==> config.mk <==
export PLATFORM = sky130hd
export DESIGN_NAME = seg_scan_driver
export DESIGN_NICKNAME = d
export VERILOG_FILES = /design/src/rtl/seg_scan_driver.sv
export SDC_FILE = /design/constraint.sdc
export NUM_CORES = 1
export LEC_CHECK = 0
export ABC_AREA = 1
export CAP_MARGIN = 0
export CORE_ASPECT_RATIO = 0.9
export CORE_UTILIZATION = 50
export CTS_CLUSTER_DIAMETER = 80
export DETAILED_ROUTE_END_ITERATION = 10
export GPL_TIMING_DRIVEN = 0
export PLACE_DENSITY = 0.75
export SLEW_MARGIN = 5
export SYNTH_ARGS = -nofsm -noshare
export SYNTH_HDL_FRONTEND = slang
export SYNTH_SLANG_ARGS = --single-unit
==> constraint.sdc <==
create_clock -name clk -period 2.2 [get_ports clk]
set_input_delay 0.44 -clock clk [delete_from_list [all_inputs] [get_ports clk]]
set_output_delay 0.44 -clock clk [all_outputs]
set_load 0.01 [all_outputs]
==> src/rtl/seg_scan_driver.sv <==
// ---------------------------------------------------------------------------
// seg_scan_driver
//   Multiplexed 8-digit, 7-segment display scanner with a double-buffered
//   frame interface. One digit is driven per scan step; a frame offered by
//   the producer lands in a shadow buffer and is promoted to the displayed
//   buffer only at the 7->0 pointer wrap, so a frame never changes mid-scan.
//
//   Optional build macro: SEG_SCAN_LZ_BLANK_EN
//     defined   -> leading-zero blanking from digit 7 downward (digit 0 kept)
//     undefined -> zero nibbles display as "0"; blanking only via frame_en
//
// Parameters
//   F_CLK        system clock frequency in Hz
//   F_SCAN       digit-step rate in Hz (one frame = 8 steps)
// Ports
//   clk          system clock, rising edge
//   rst          synchronous active-high reset
//   frame_data   eight hex nibbles, digit k = bits [4k+3:4k]
//   frame_dp     decimal point per digit, 1 = lit
//   frame_en     digit enable, 0 = blank
//   frame_valid  producer offers a frame
//   frame_ready  frame can be accepted this cycle
//   cs           digit select, active-low one-hot
//   seg          segments, active-low {dp,g,f,e,d,c,b,a}
//   frame_done   one-cycle pulse, aligned with digit 0 of each new frame
// ---------------------------------------------------------------------------
module seg_scan_driver #(
  parameter int F_CLK  = 50000000,
  parameter int F_SCAN = 8000
) (
  input  logic        clk,
  input  logic        rst,
  input  logic [31:0] frame_data,
  input  logic [7:0]  frame_dp,
  input  logic [7:0]  frame_en,
  input  logic        frame_valid,
  output logic        frame_ready,
  output logic [7:0]  cs,
  output logic [7:0]  seg,
  output logic        frame_done
);

  localparam int DIV = F_CLK / F_SCAN;
  localparam int CW  = (DIV > 1) ? $clog2(DIV) : 1;
  localparam logic [CW-1:0] TC = CW'(DIV - 1);

  logic [CW-1:0] tick_cnt;
  logic          tick;
  logic          wrap;
  logic          xfer;
  logic          load;
  logic [2:0]    ptr;
  logic [2:0]    ptr_next;
  logic          pending;
  logic          pending_next;

  logic [31:0]   shadow_data;
  logic [7:0]    shadow_dp;
  logic [7:0]    shadow_en;
  logic [31:0]   act_data;
  logic [7:0]    act_dp;
  logic [7:0]    act_en;
  logic [31:0]   act_data_next;
  logic [7:0]    act_dp_next;
  logic [7:0]    act_en_next;

  logic [7:0]    lz_mask;
  logic [3:0]    nib;
  logic [6:0]    glyph;
  logic [7:0]    seg_next;

  always_comb begin
    tick     = (tick_cnt == TC);
    wrap     = tick && (ptr == 3'd7);
    xfer     = frame_valid && frame_ready;
    load     = wrap && pending;
    ptr_next = tick ? ptr + 3'd1 : ptr;

    // A transfer can only happen while nothing is pending, so it never
    // collides with the promotion of an older frame at the same wrap.
    if (xfer)      pending_next = 1'b1;
    else if (wrap) pending_next = 1'b0;
    else           pending_next = pending;

    act_data_next = load ? shadow_data : act_data;
    act_dp_next   = load ? shadow_dp   : act_dp;
    act_en_next   = load ? shadow_en   : act_en;
  end

`ifdef SEG_SCAN_LZ_BLANK_EN
  logic leading;

  always_comb begin
    lz_mask = '0;
    leading = 1'b1;
    for (int k = 7; k >= 1; k--) begin
      if (leading && (act_data_next[4*k +: 4] == 4'h0) && !act_dp_next[k])
        lz_mask[k] = 1'b1;
      else
        leading = 1'b0;
    end
  end
`else
  always_comb begin
    lz_mask = '0;
  end
`endif

  // Decode from next-state values so cs and seg change on the same edge.
  always_comb begin
    nib = act_data_next[{ptr_next, 2'b00} +: 4];
    case (nib)
      4'h0: glyph = 7'h40;
      4'h1: glyph = 7'h79;
      4'h2: glyph = 7'h24;
      4'h3: glyph = 7'h30;
      4'h4: glyph = 7'h19;
      4'h5: glyph = 7'h12;
      4'h6: glyph = 7'h02;
      4'h7: glyph = 7'h78;
      4'h8: glyph = 7'h00;
      4'h9: glyph = 7'h10;
      4'hA: glyph = 7'h08;
      4'hB: glyph = 7'h03;
      4'hC: glyph = 7'h46;
      4'hD: glyph = 7'h21;
      4'hE: glyph = 7'h06;
      default: glyph = 7'h0E;
    endcase
    if (!act_en_next[ptr_next] || lz_mask[ptr_next])
      seg_next = 8'hFF;
    else
      seg_next = {~act_dp_next[ptr_next], glyph};
  end

  always_ff @(posedge clk) begin
    if (rst) begin
      tick_cnt    <= '0;
      ptr         <= 3'd0;
      pending     <= 1'b0;
      shadow_data <= '0;
      shadow_dp   <= '0;
      shadow_en   <= '0;
      act_data    <= '0;
      act_dp      <= '0;
      act_en      <= '0;
      cs          <= 8'hFF;
      seg         <= 8'hFF;
      frame_done  <= 1'b0;
      frame_ready <= 1'b0;
    end else begin
      tick_cnt <= tick ? '0 : tick_cnt + 1'b1;
      ptr      <= ptr_next;
      pending  <= pending_next;
      if (xfer) begin
        shadow_data <= frame_data;
        shadow_dp   <= frame_dp;
        shadow_en   <= frame_en;
      end
      act_data    <= act_data_next;
      act_dp      <= act_dp_next;
      act_en      <= act_en_next;
      cs          <= ~(8'b1 << ptr_next);
      seg         <= seg_next;
      frame_done  <= wrap;
      frame_ready <= ~pending_next;
    end
  end

endmodule

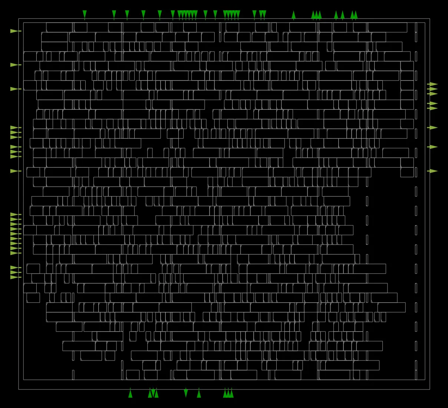
Figure 1: run 1, placed standard cells.
core footprint: 11390 um^2
total number of sequential cells: 131
final-layout fill cell count: 888
Post-Route Utilization: 69.16%
final standard cell count with taps included and fillers excluded: 1076

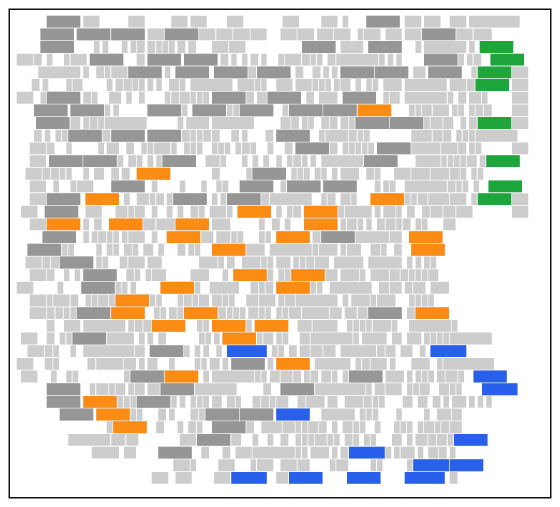
Figure 2: run 1, sequential cells grouped by signal name.
Other sequential cells in the stronger grey, the rest of the logic in the fainter grey.
blue -> `tick_cnt`  # sequential cells 13
green -> `seg`  # sequential cells 8, where upper right
orange -> `act_data`  # sequential cells 32
not coloured = 78
proportion of cell area occupied by registers: 33.47%
Flop+latch power: 2.49 mW
area occupied by registers: 2636 um^2

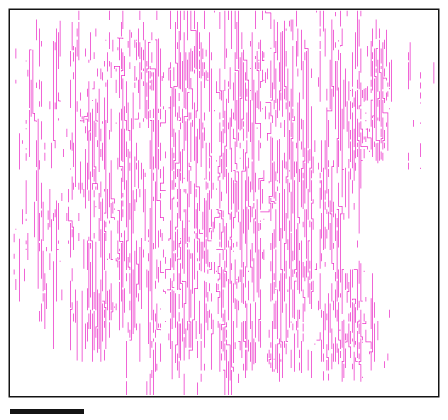
Figure 3: run 1, metal 2.
Scale bar: 20 um.
share of all routed wire = 49%
longest straight run = 60.0 um
wire length on this layer = 7920 um
main direction = vertical
DR vias: 5600
met2 global-route usage: 47.02%
final wirelength: 16140 um

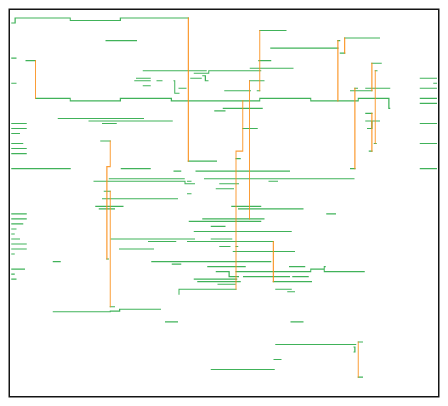
Figure 4: run 1, wiring by layer.
Only two layers are drawn.
orange -> M4  # wire length 320 um
green -> M3  # wire length 1090 um
Routed WL per cell: 15.00 um
total global routing track utilization: 27.35%

==> report_table.html, run 1 <==
<!-- implementation run metrics -->
<table>
<tr><th>Metric</th><th>Value</th></tr>
<tr><th colspan="2">Run status</th></tr>
<tr><td>Result of the run</td><td>complete, but fails checks</td></tr>
<tr><td>Violated checks</td><td>setup timing</td></tr>
<tr><th colspan="2">Worst setup path</th></tr>
<tr><td>Largest incremental delay on the critical path</td><td>0.32 ns</td></tr>
<tr><td>Endpoint of the worst setup timing path</td><td>seg[5]</td></tr>
<tr><td>Critical Path Most Common Cell</td><td>sky130_fd_sc_hd__nor2_2</td></tr>
<tr><td>Cell breakdown of the critical path</td><td>inv_2 -&gt; ha_4 -&gt; nand2_4 -&gt; inv_2 -&gt; nand2_2 -&gt; nor2_4 -&gt; nand4_4 -&gt; buf_6 -&gt; buf_12 -&gt; o21ai_4 -&gt; nor2_2 -&gt; nor2_2 -&gt; nand3_2 -&gt; nand2_4 -&gt; buf_6 -&gt; ha_4 -&gt; nand3_2 -&gt; nor2_2 -&gt; nor2_2 -&gt; nand2_1</td></tr>
<tr><td>Critical Path Start Type</td><td>flip-flop</td></tr>
<tr><td>Crit path max-delay family</td><td>simple AND/OR/NAND/NOR gates</td></tr>
<tr><td>Data required, critical path</td><td>2.56 ns</td></tr>
<tr><td>Launch point of the worst reg-to-reg path</td><td>tick_cnt[1]</td></tr>
<tr><td>R2R Path End</td><td>seg[5]</td></tr>
<tr><td>Buffers plus inverters on the worst setup path</td><td>5</td></tr>
<tr><td>Worst Setup End Kind</td><td>flip-flop</td></tr>
<tr><td>Length in cells of the worst reg-to-reg path</td><td>20</td></tr>
<tr><td>Worst reg2reg setup slack</td><td>-0.35 ns</td></tr>
<tr><td>Path length in cells of the critical path</td><td>20</td></tr>
<tr><td>Start point of the critical path</td><td>tick_cnt[1]</td></tr>
<tr><td>Crit path arrival time</td><td>2.91 ns</td></tr>
<tr><td>Critical-path top delay cell</td><td>sky130_fd_sc_hd__dfxtp_2</td></tr>
<tr><td>Crit Path Category</td><td>reg -&gt; reg</td></tr>
<tr><th colspan="2">STA</th></tr>
<tr><td>Slew of the pin with the lowest slew margin</td><td>0.6927 ns</td></tr>
<tr><td>Setup skew after layout</td><td>0.009371 ns</td></tr>
<tr><td>Final hold vios</td><td>0</td></tr>
<tr><td>Number of max-slew violations in the final report</td><td>0</td></tr>
<tr><td>Maximum clock frequency</td><td>0.3928 GHz</td></tr>
<tr><td>Min Hold Slack</td><td>0.4632 ns</td></tr>
<tr><td>Unrepaired setup endpoints after global routing</td><td>true</td></tr>
<tr><td>Minimum clock period after layout</td><td>2.546 ns</td></tr>
<tr><td>Post-route setup slack</td><td>-0.3460 ns</td></tr>
<tr><td>Final-report setup violation count</td><td>8</td></tr>
<tr><td>Final worst path period share</td><td>115.7%</td></tr>
<tr><th colspan="2">Final layout</th></tr>
<tr><td>Proportion of cell area occupied by multi-input gates</td><td>38.20%</td></tr>
<tr><td>Layout Area Growth over Synthesis</td><td>34.94%</td></tr>
<tr><td>Most frequently placed logic cells in the final layout</td><td>sky130_fd_sc_hd__nor2_1, sky130_fd_sc_hd__nand2_1, sky130_fd_sc_hd__dfxtp_1, sky130_fd_sc_hd__clkdlybuf4s50_1, sky130_fd_sc_hd__o21ai_0</td></tr>
<tr><td>Clk_buf instances</td><td>22</td></tr>
<tr><td>Area-dominant cell class after layout</td><td>combinational gates</td></tr>
<tr><td>Signal inverters</td><td>69</td></tr>
<tr><td>Fraction of area in clock buffers and inverters</td><td>7.927%</td></tr>
<tr><td>Dominant logic cell type in the layout</td><td>sky130_fd_sc_hd__nor2_1</td></tr>
<tr><td>Count of inserted antenna diode cells</td><td>0</td></tr>
<tr><td>Largest registers</td><td>act_data (32), shadow_data (32), tick_cnt (13)</td></tr>
<tr><td>Fraction of final layout cells with drive strength greater than 1</td><td>19.67%</td></tr>
<tr><td>Combinational Area</td><td>3009 um^2</td></tr>
<tr><td>Fraction of area in non-clock buffers</td><td>14.47%</td></tr>
<tr><td>Non-clock buffer count</td><td>132</td></tr>
<tr><td>Combinational Gates</td><td>558</td></tr>
<tr><td>Final net count</td><td>970</td></tr>
<tr><th colspan="2">Power and ir drop</th></tr>
<tr><td>P_leak</td><td>3.272 nW</td></tr>
<tr><td>Maximum VDD drop</td><td>0.6115 mV</td></tr>
<tr><td>Power density over the cells</td><td>735.5 nW/um^2</td></tr>
<tr><th colspan="2">Synthesis</th></tr>
<tr><td>Post-synthesis area per instance</td><td>7.351 um^2</td></tr>
<tr><td>Number of standard cells reported by yosys</td><td>794</td></tr>
<tr><td>Yosys xor share</td><td>0.4502%</td></tr>
<tr><td>Synthesis Warnings</td><td>0</td></tr>
<tr><td>Area fraction in full adders, half adders and majority gates</td><td>2.144%</td></tr>
<tr><td>Unique cell type count in the Yosys netlist</td><td>41</td></tr>
<tr><td>Area of the mapped netlist</td><td>5837 um^2</td></tr>
<tr><td>Main combinational cell family by area after synthesis</td><td>simple AND/OR/NAND/NOR gates</td></tr>
<tr><td>Asr flop ratio synth</td><td>0%</td></tr>
<tr><td>Number of register bits inferred by synthesis</td><td>131</td></tr>
<tr><td>Post-synth top area cell</td><td>sky130_fd_sc_hd__dfxtp_1</td></tr>
<tr><td>Simple-gate share of the synthesized area</td><td>33.10%</td></tr>
<tr><td>Chip area line of the yosys report</td><td>5837 um^2</td></tr>
<tr><td>Top cells by area</td><td>sky130_fd_sc_hd__dfxtp_1, sky130_fd_sc_hd__nor2_1, sky130_fd_sc_hd__nand2_1</td></tr>
<tr><td>Syn nets</td><td>855</td></tr>
<tr><td>Synthesized netlist cell count</td><td>794</td></tr>
<tr><td>Synth cell count leaders</td><td>sky130_fd_sc_hd__nor2_1, sky130_fd_sc_hd__nand2_1, sky130_fd_sc_hd__dfxtp_1</td></tr>
<tr><td>Yosys top cell by instances</td><td>sky130_fd_sc_hd__nor2_1</td></tr>
<tr><td>Multiplexer fraction of the synthesized cell area</td><td>0.6860%</td></tr>
<tr><td>Number of enable-type register cells in the synthesized netlist</td><td>0</td></tr>
<tr><td>Top_reg_cell synth</td><td>sky130_fd_sc_hd__dfxtp_1</td></tr>
<tr><td>Top area contributor share</td><td>44.93%</td></tr>
<tr><td>Synth Area in Compound Gates</td><td>10.70%</td></tr>
<tr><td>Seq share, synth</td><td>44.93%</td></tr>
<tr><th colspan="2">Place</th></tr>
<tr><td>Port-buffer cells</td><td>68</td></tr>
<tr><td>Worst slack after detailed placement</td><td>-0.4427 ns</td></tr>
<tr><td>Post-detail-place hpwl</td><td>10780 um</td></tr>
<tr><td>Final weighted congestion of routability-driven global placement</td><td>0.8428</td></tr>
<tr><th colspan="2">Flow run</th></tr>
<tr><td>Max-capacitance violation count</td><td>0</td></tr>
<tr><th colspan="2">Clocking</th></tr>
<tr><td>Clock Sinks</td><td>131</td></tr>
<tr><td>Root buf cell</td><td>sky130_fd_sc_hd__clkbuf_16</td></tr>
<tr><td>Insertion delay at the late pin of the worst-skew pair</td><td>0.42 ns</td></tr>
<tr><td>Maximum root-to-sink buffer count</td><td>2</td></tr>
<tr><td>Post-CTS setup repair buffer count</td><td>19</td></tr>
<tr><td>H-tree level count</td><td>4</td></tr>
<tr><td>Clock-pin slew reported for the worst setup and hold paths after clock tree synthesis</td><td>0.06 ns</td></tr>
<tr><td>Number of buffers added to fix hold violations after cts</td><td>0</td></tr>
<tr><td>Number of gates given a new drive strength after cts</td><td>30</td></tr>
<tr><td>Total CTS buffers</td><td>17</td></tr>
<tr><td>Clock tree from TritonCTS</td><td>yes</td></tr>
<tr><th colspan="2">Worst hold path</th></tr>
<tr><td>Type of the tightest min-delay check</td><td>reg -&gt; reg</td></tr>
<tr><td>Hold worst-path end</td><td>shadow_data[11]</td></tr>
<tr><td>HP Start</td><td>shadow_data[11]</td></tr>
<tr><td>Number of cells on the worst hold path</td><td>2</td></tr>
<tr><th colspan="2">Drt</th></tr>
<tr><td>DRC viols</td><td>0</td></tr>
<tr><td>Vias per cell</td><td>5.204</td></tr>
<tr><td>Number of violations reported at the end of detailed-routing iteration 0</td><td>450</td></tr>
<tr><td>Number of routed nets with antenna violations</td><td>0</td></tr>
<tr><td>Count of TritonRoute iterations in the first routing pass</td><td>5</td></tr>
<tr><th colspan="2">Die</th></tr>
<tr><td>Row count</td><td>37</td></tr>
<tr><td>Horizontal die dimension</td><td>115.9 um</td></tr>
<tr><td>Total die area</td><td>12110 um^2</td></tr>
<tr><td>Number of well taps</td><td>156</td></tr>
<tr><td>Floorplan core density</td><td>51.25%</td></tr>
<tr><td>Top-level port count</td><td>69</td></tr>
<tr><td>Die Y-Extent</td><td>104.5 um</td></tr>
<tr><th colspan="2">Global route</th></tr>
<tr><td>Global route total overflow</td><td>0</td></tr>
<tr><td>Global-route wire length before repair</td><td>25050 um</td></tr>
<tr><td>Initial antenna violation count</td><td>0</td></tr>
<tr><td>Number of global-route vias before repair</td><td>5383</td></tr>
<tr><td>Pin count of the biggest net entering global routing</td><td>17</td></tr>
</table>
## run 1: power by group
group	switching, mW	internal (mW)
clock	1.01	1.98
combinational	0.168	0.152
sequential	0.0439	2.45
## run 1: logic make-up after synthesis
logic type	after synthesis
compound gates	114
xor+xnor	3
fa+ha+maj	10
buf+inv	105
flops	131
mux	4
simple gates	427
## run 1: per-stage QoR
stage	area [um^2]	TNS, ns	std cells
2_1_floorplan	5923	-0.08563	794
3_3_place_gp	6799	-2.648	1018
3_5_place_dp	6799	-2.864	1018
4_1_cts	7687	-1.685	1067
5_1_grt	7876	-3.282	1076
6_report	7876	-2.243	1076
## run 1: per-layer routing
metal / global-route usage [%] / share of wire [%]
met5: 0 / 0
met4: 10.62 / 2.0
met3: 7.284 / 6.8
met2: 47.02 / 49
met1: 31.98 / 42
## Run 2: what changed since run 1
- CAP_MARGIN: 0 -> 20
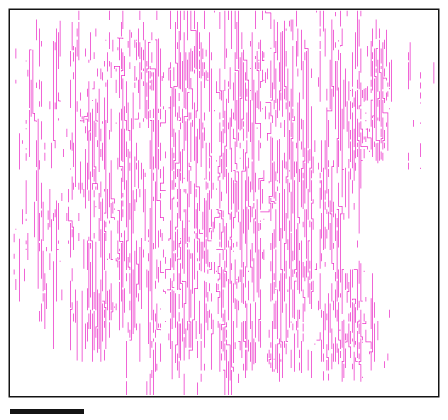
Figure 5: run 2, metal 2.
Scale bar: 20 um.
longest straight run = 60.0 um
share of all routed wire = 49%
wire length on this layer = 7920 um

==> report_table.html, run 2 <==
<!-- implementation run metrics -->
<table>
<tr><th>Metric</th><th>Value</th></tr>
<tr><th colspan="2">Run status</th></tr>
<tr><td>Result of the run</td><td>complete, but fails checks</td></tr>
<tr><td>Violated checks</td><td>setup timing</td></tr>
<tr><th colspan="2">Worst hold path</th></tr>
<tr><td>Number of cells on the worst hold path</td><td>2 (unchanged)</td></tr>
<tr><td>HP Start</td><td>shadow_data[11]</td></tr>
<tr><th colspan="2">Drt</th></tr>
<tr><td>Final wirelength</td><td>16140 um (unchanged)</td></tr>
<tr><td>Count of TritonRoute iterations in the first routing pass</td><td>5 (unchanged)</td></tr>
<tr><td>Total length of routed met3 wires</td><td>1093 um (unchanged)</td></tr>
<tr><td>Met1 Wirelength</td><td>6807 um (unchanged)</td></tr>
<tr><td>Number of violations reported at the end of detailed-routing iteration 0</td><td>450 (unchanged)</td></tr>
<tr><td>Total met2 wirelength after detailed routing</td><td>7920 um (unchanged)</td></tr>
<tr><td>Top routing layer used</td><td>met4</td></tr>
<tr><td>DR vias</td><td>5600 (unchanged)</td></tr>
<tr><th colspan="2">Global route</th></tr>
<tr><td>Met1 GRT Util</td><td>31.98% (unchanged)</td></tr>
<tr><td>Most Used Layer, Global Route</td><td>met2</td></tr>
<tr><td>Number of global-route vias before repair</td><td>5383 (unchanged)</td></tr>
<tr><td>Initial antenna violation count</td><td>0 (unchanged)</td></tr>
<tr><th colspan="2">Clocking</th></tr>
<tr><td>Insertion delay at the late pin of the worst-skew pair</td><td>0.42 ns (about the same)</td></tr>
<tr><td>Clock-pin slew reported for the worst setup and hold paths after clock tree synthesis</td><td>0.06 ns (about the same)</td></tr>
<tr><td>Number of buffers added to fix hold violations after cts</td><td>0 (unchanged)</td></tr>
<tr><td>Clock Sinks</td><td>131 (unchanged)</td></tr>
<tr><td>Clock tree from TritonCTS</td><td>yes</td></tr>
<tr><th colspan="2">STA</th></tr>
<tr><td>Maximum clock frequency</td><td>0.3928 GHz (unchanged)</td></tr>
<tr><td>Min Hold Slack</td><td>0.4632 ns (unchanged)</td></tr>
<tr><td>Post-route setup slack</td><td>-0.3460 ns (unchanged)</td></tr>
<tr><td>Setup TNS Final</td><td>-2.243 ns (unchanged)</td></tr>
<tr><td>Final-report setup violation count</td><td>8 (unchanged)</td></tr>
<tr><th colspan="2">Power and ir drop</th></tr>
<tr><td>Power density over the cells</td><td>735.5 nW/um^2 (unchanged)</td></tr>
<tr><td>P_leak</td><td>3.272 nW (unchanged)</td></tr>
<tr><td>Part of the power in the clock network</td><td>51.5% (about the same)</td></tr>
<tr><td>Part of the total power dissipated in combinational logic</td><td>5.5% (about the same)</td></tr>
<tr><td>Total clock network power</td><td>2.98 mW (about the same)</td></tr>
<tr><td>Sw Pwr</td><td>1.219 mW (unchanged)</td></tr>
<tr><td>Max power group</td><td>clock</td></tr>
<tr><th colspan="2">Synthesis</th></tr>
<tr><td>Asr flop ratio synth</td><td>0% (unchanged)</td></tr>
<tr><td>Number of standard cells reported by yosys</td><td>794 (unchanged)</td></tr>
<tr><td>Synthesis Warnings</td><td>0 (unchanged)</td></tr>
<tr><td>Number of register bits inferred by synthesis</td><td>131 (unchanged)</td></tr>
<tr><td>Area of the mapped netlist</td><td>5837 um^2 (unchanged)</td></tr>
<tr><td>Synth cell count leaders</td><td>sky130_fd_sc_hd__nor2_1, sky130_fd_sc_hd__nand2_1, sky130_fd_sc_hd__dfxtp_1</td></tr>
<tr><td>Syn nets</td><td>855 (unchanged)</td></tr>
<tr><td>Unique cell type count in the Yosys netlist</td><td>41 (unchanged)</td></tr>
<tr><th colspan="2">Place</th></tr>
<tr><td>Number of instances in the placed design</td><td>1018 (unchanged)</td></tr>
<tr><td>Port-buffer cells</td><td>68 (unchanged)</td></tr>
<tr><th colspan="2">Worst setup path</th></tr>
<tr><td>Critical-path top delay cell</td><td>sky130_fd_sc_hd__dfxtp_2</td></tr>
<tr><td>Start point of the critical path</td><td>tick_cnt[1]</td></tr>
<tr><td>Largest incremental delay on the critical path</td><td>0.32 ns (about the same)</td></tr>
<tr><td>R2R Path End</td><td>seg[5]</td></tr>
<tr><td>Data required, critical path</td><td>2.56 ns (about the same)</td></tr>
<tr><td>Path length in cells of the critical path</td><td>20 (unchanged)</td></tr>
<tr><th colspan="2">Final layout</th></tr>
<tr><td>Final standard cell count with taps included and fillers excluded</td><td>1076 (unchanged)</td></tr>
<tr><td>Area occupied by registers</td><td>2636 um^2 (unchanged)</td></tr>
<tr><td>Final-layout fill cell count</td><td>888 (unchanged)</td></tr>
<tr><td>Post-Route Utilization</td><td>69.16% (unchanged)</td></tr>
<tr><td>Most frequently placed logic cells in the final layout</td><td>sky130_fd_sc_hd__nor2_1, sky130_fd_sc_hd__nand2_1, sky130_fd_sc_hd__dfxtp_1, sky130_fd_sc_hd__clkdlybuf4s50_1, sky130_fd_sc_hd__o21ai_0</td></tr>
<tr><td>Combinational Area</td><td>3009 um^2 (unchanged)</td></tr>
<tr><td>Largest registers</td><td>act_data (32), shadow_data (32), tick_cnt (13)</td></tr>
<tr><td>Final cell area excluding filler cells</td><td>7876 um^2 (unchanged)</td></tr>
<tr><td>Fraction of final layout cells with drive strength greater than 1</td><td>19.67% (unchanged)</td></tr>
<tr><th colspan="2">Die</th></tr>
<tr><td>Core footprint</td><td>11390 um^2 (unchanged)</td></tr>
<tr><td>Top-level port count</td><td>69 (unchanged)</td></tr>
<tr><td>Total die area</td><td>12110 um^2 (unchanged)</td></tr>
</table>
[run 2: final cells by class]
| cell class | instances | share of cell area (%) |
|---|---|---|
| multi-input cells | 558 | 38.20 |
| flip-flops and latches | 131 | 33.47 |
| repair buffers | 97 | 11.68 |
| clock buffers | 22 | 6.021 |
| inverters | 69 | 3.447 |
| plain buffers | 35 | 2.796 |
| well taps | 156 | 2.478 |
| clock inverters | 8 | 1.906 |
[run 2: what timing repair did]
| action | in CTS | in global routing |
|---|---|---|
| setup endpoints to repair | 8 | 8 |
| endpoints found under the hold margin | 0 | 0 |
| pin swaps | 21 | 22 |
| buffers inserted | 19 | 9 |
| gates resized | 30 | 32 |
| gates cloned | 0 | 1 |
Power is estimated from default activity; no workload was simulated.
